Figure 1. Placement view.
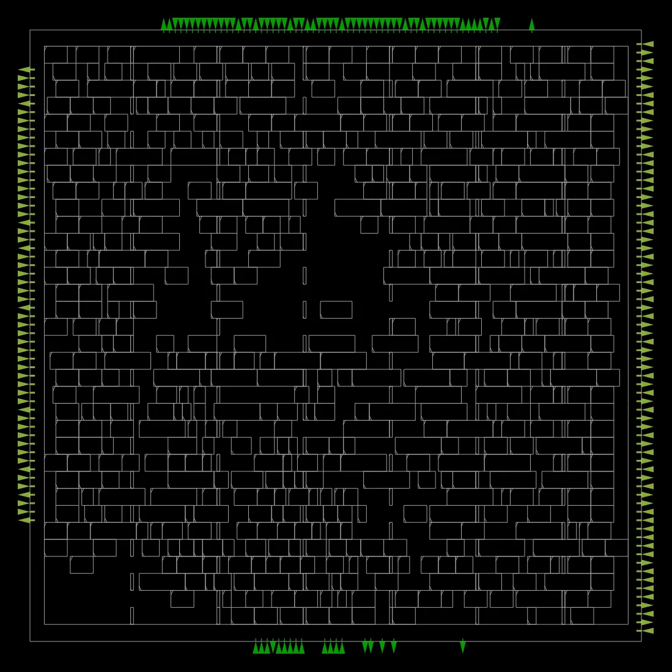
Figure 2. Clock distribution.
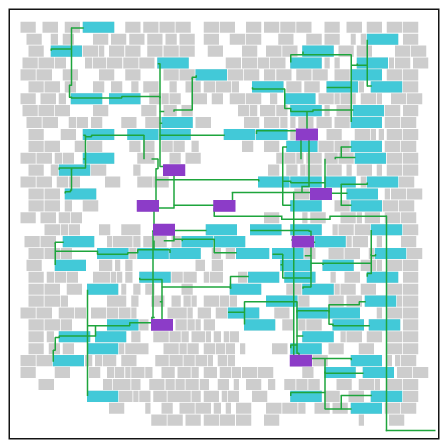
Figure 3. Pin placement.
Pins as bars across the die edge, other pins in grey.
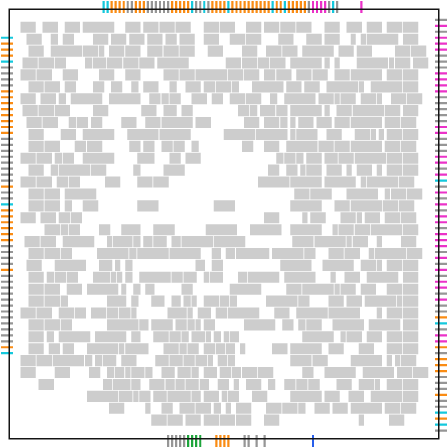
Figure 4. Wires at chosen ports, followed through buffers.
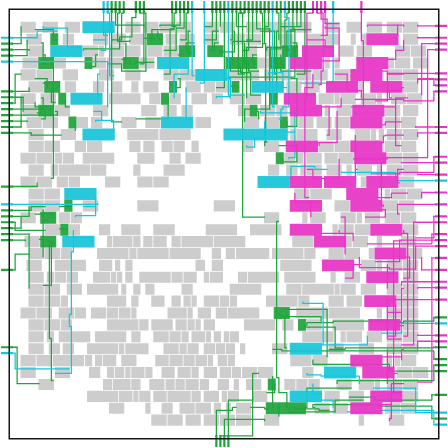
[config.mk]
export PLATFORM = sky130hd
export DESIGN_NAME = au_scheduler
export DESIGN_NICKNAME = d
export VERILOG_FILES = /design/src/rtl/au_sched_pkg.sv /design/src/rtl/rr_arbiter.sv /design/src/rtl/au_scheduler.sv
export SDC_FILE = /design/constraint.sdc
export NUM_CORES = 1
export LEC_CHECK = 0
export CORE_MARGIN = 2
export CORE_UTILIZATION = 42
export CTS_BUF_LIST = sky130_fd_sc_hd__clkbuf_4 sky130_fd_sc_hd__clkbuf_8 sky130_fd_sc_hd__clkbuf_16
export CTS_CLUSTER_DIAMETER = 120
export CTS_CLUSTER_SIZE = 30
export DETAILED_ROUTE_END_ITERATION = 16
export PLACE_DENSITY = 0.86
export REMOVE_ABC_BUFFERS = 1
export SKIP_CTS_REPAIR_TIMING = 1
export SLEW_MARGIN = 5
export SYNTH_ARGS = -nofsm -noshare
export SYNTH_HDL_FRONTEND = slang
export SYNTH_SLANG_ARGS = --single-unit
[constraint.sdc]
create_clock -name clk -period 4.9 [get_ports clk]
set_input_delay 0.735 -clock clk [delete_from_list [all_inputs] [get_ports clk]]
set_output_delay 0.735 -clock clk [all_outputs]
set_load 0.01 [all_outputs]
[src/rtl/au_sched_pkg.sv]
// au_sched_pkg: shared types and defaults for the arithmetic-unit scheduler
package au_sched_pkg;
  typedef enum logic {RUN, DRAIN} state_t;
  localparam logic MODE_INT8 = 1'b0;
  localparam logic MODE_INT4 = 1'b1;
  localparam int AU_LAT_DEF = 4;
  localparam int MAX_RUN_DEF = 16;
endpackage

[src/rtl/rr_arbiter.sv]
// rr_arbiter: one-hot round-robin grant, ptr names the highest-priority requester
module rr_arbiter #(
  parameter int N = 4,
  parameter int W = $clog2(N)
) (
  input  logic [N-1:0] req,
  input  logic [W-1:0] ptr,
  output logic [N-1:0] gnt
);
  logic [N-1:0] rot, first;
  assign rot = N'({req, req} >> ptr);
  assign first = rot & (~rot + N'(1));
  assign gnt = N'(({first, first} << ptr) >> N);
endmodule

[src/rtl/au_scheduler.sv]
// au_scheduler: mode-batched round-robin issue into a fixed-latency arithmetic unit
module au_scheduler
  import au_sched_pkg::*;
#(
  parameter int N_REQ = 4,
  parameter int AU_LAT = AU_LAT_DEF,
  parameter int MAX_RUN = MAX_RUN_DEF
) (
  input  logic                     clk,
  input  logic                     reset,
  input  logic [N_REQ-1:0]         req_valid,
  output logic [N_REQ-1:0]         req_ready,
  input  logic [16*N_REQ-1:0]      req_x,
  input  logic [8*N_REQ-1:0]       req_y,
  input  logic [N_REQ-1:0]         req_mode,
  output logic [15:0]              au_x,
  output logic [7:0]               au_y,
  output logic                     au_mode,
  input  logic [31:0]              au_p,
  output logic                     res_valid,
  output logic [$clog2(N_REQ)-1:0] res_id,
  output logic [31:0]              res_p
);
  localparam int W = $clog2(N_REQ);
  localparam int CW = $clog2(MAX_RUN + 1);
  state_t state, state_n;
  logic cur_mode, hs, drain, idle;
  logic [CW-1:0] run_cnt;
  logic [W-1:0] ptr, sel;
  logic [N_REQ-1:0] elig, other, arb_req, gnt;
  logic [15:0] x_sel;
  logic [7:0] y_sel;
  logic [AU_LAT:0] trk_v;
  logic [W-1:0] trk_id [AU_LAT+1];
  assign elig = req_valid & ~(req_mode ^ {N_REQ{cur_mode}});
  assign other = req_valid & (req_mode ^ {N_REQ{cur_mode}});
  assign drain = |other & (~|elig | run_cnt == CW'(MAX_RUN));
  // Mode may only flip once every issued op has left the result register too
  assign idle = ~|trk_v & ~res_valid;
  assign arb_req = state == RUN ? elig : req_valid;
  assign hs = state == RUN & ~drain & |gnt & ~reset;
  assign req_ready = hs ? gnt : '0;
  assign au_mode = cur_mode;
  rr_arbiter #(.N(N_REQ)) u_arb (.req(arb_req), .ptr(ptr), .gnt(gnt));
  always_comb begin
    sel = '0;
    x_sel = '0;
    y_sel = '0;
    for (int i = 0; i < N_REQ; i++)
      if (gnt[i]) begin
        sel = W'(i);
        x_sel = req_x[16*i +: 16];
        y_sel = req_y[8*i +: 8];
      end
  end
  always_comb begin
    state_n = state;
    state_n = state == RUN ? (drain ? DRAIN : RUN) : (idle ? RUN : DRAIN);
  end
  always_ff @(posedge clk) begin
    if (reset) begin
      state <= RUN;
      cur_mode <= MODE_INT8;
      run_cnt <= '0;
      ptr <= '0;
      trk_v <= '0;
      res_valid <= 1'b0;
      res_id <= '0;
      res_p <= '0;
      au_x <= '0;
      au_y <= '0;
    end else begin
      state <= state_n;
      trk_v <= {trk_v[AU_LAT-1:0], hs};
      res_valid <= trk_v[AU_LAT];
      if (trk_v[AU_LAT]) begin
        res_id <= trk_id[AU_LAT];
        res_p <= au_p;
      end
      if (hs) begin
        au_x <= x_sel;
        au_y <= y_sel;
        ptr <= sel == W'(N_REQ - 1) ? '0 : sel + W'(1);
        run_cnt <= run_cnt == CW'(MAX_RUN) ? run_cnt : run_cnt + CW'(1);
      end
      if (state == DRAIN && idle) begin
        run_cnt <= '0;
        if (|gnt) cur_mode <= |(gnt & req_mode);
      end
    end
  end
  always_ff @(posedge clk) begin
    trk_id[0] <= sel;
    for (int i = 1; i <= AU_LAT; i++) trk_id[i] <= trk_id[i-1];
  end
endmodule

==> results.sh <==
# physical design summary
export IMPL_power_density_mw_per_mm2=342.3
export IMPL_async_flop_share_pct=0
export IMPL_fin_cells=681
export IMPL_finalInstanceArea_mm2=0.005911
export IMPL_wl_met2_um=5763
export IMPL_pre_cts_slack_ns=1.040
export IMPL_setup_ws_ns=1.031
export IMPL_postSynthCellCount=383
export IMPL_grt_ovfl_total=0
export IMPL_synthTopCellsByArea="dfxtp_1 (45%), mux2i_1 (9.8%), a222oi_1 (6.8%), o211ai_1 (6.1%), nand3b_1 (4.7%)"
export IMPL_openroad_warnings=26
export IMPL_insertion_delay_ns=0.34
export IMPL_die_area_mm2=0.009564
export IMPL_drt_pass1_iterations=6
export IMPL_drc=0
export IMPL_largest_area_cell="dfxtp_1"
export IMPL_grt_pass1_vias=3791
export IMPL_nNonClkBuffers=205
export IMPL_drt_met1_wl_um=4899
export IMPL_grt_busiest_layer="met2"
export IMPL_clock_root_buffer="clkbuf_8"
export IMPL_clock_fmax_mhz=258.4
export IMPL_regToRegSetupSlack_ns=2.03
export IMPL_fin_skew_ns=0.01043
export IMPL_cp_depth=8
export IMPL_power_group_top="sequential cells"
export IMPL_n_antenna_cell=0
export IMPL_inv_count=7
export IMPL_via_count=3806
export IMPL_fp_util_pct=42.78
export IMPL_p_seq_w=0.000861
export IMPL_ys_area_mm2=0.003695
export IMPL_synth_compound_area_share_pct=19.44
export IMPL_cts_max_path_buffers=2
export IMPL_comb_area_mm2=0.001867
export IMPL_tns_ns=0
export IMPL_start_kind="primary input"
export IMPL_syn2layout_area_growth_pct=59.97
export IMPL_dp_cells=665
export IMPL_ys_sh_xor_pct=0.9482
export IMPL_reg2reg_from="au_mode"
export IMPL_reg_largest_list="res_p: 32 flops, au_x: 16 flops, trk_id: 10 flops"
export IMPL_adder_share_pct=0.6773
export IMPL_status="finished, final reports clean"
Notes on Figure 1 above:
fin util: 68.44%
tap cell count: 108
flop count: 83
Fillers: 694
sequential cell area share: 28.13%

Notes on Figure 2 above:
Purple is clock-net drivers, count 9. Green is clock wires, length 957 µm. Cyan is flip-flops, count 83.
There are 10 routed clock nets. Position of the flops: all over the die.
clock share of power: 22.6%
P_clk: 0.000456 W

Notes on Figure 3 above:
Cyan is au_x, pins 16, direction output, edge 8 north, 4 east, 4 west. Orange is req_x, pins 64, direction input, edge 33 north, 20 west, 7 east, 4 south. Blue is res_valid, pins 1, direction output, edge south. Green is req_valid, pins 4, direction input, edge south. Magenta is res_p, pins 32, direction output, edge 27 east, 5 north.
Die Span Y: 97.80 µm
PortBufs: 201
Die Width: 97.80 µm

Notes on Figure 4 above:
Cyan is au_x, bits 16, direction output, end cells 16, buffers 16, wire 539 µm. Green is req_x, bits 64, direction input, end cells 32, buffers 64, wire 1440 µm. Magenta is res_p, bits 32, direction output, end cells 32, buffers 32, wire 825 µm.
IO Pins: 202

Power and IR drop assume default switching activity.
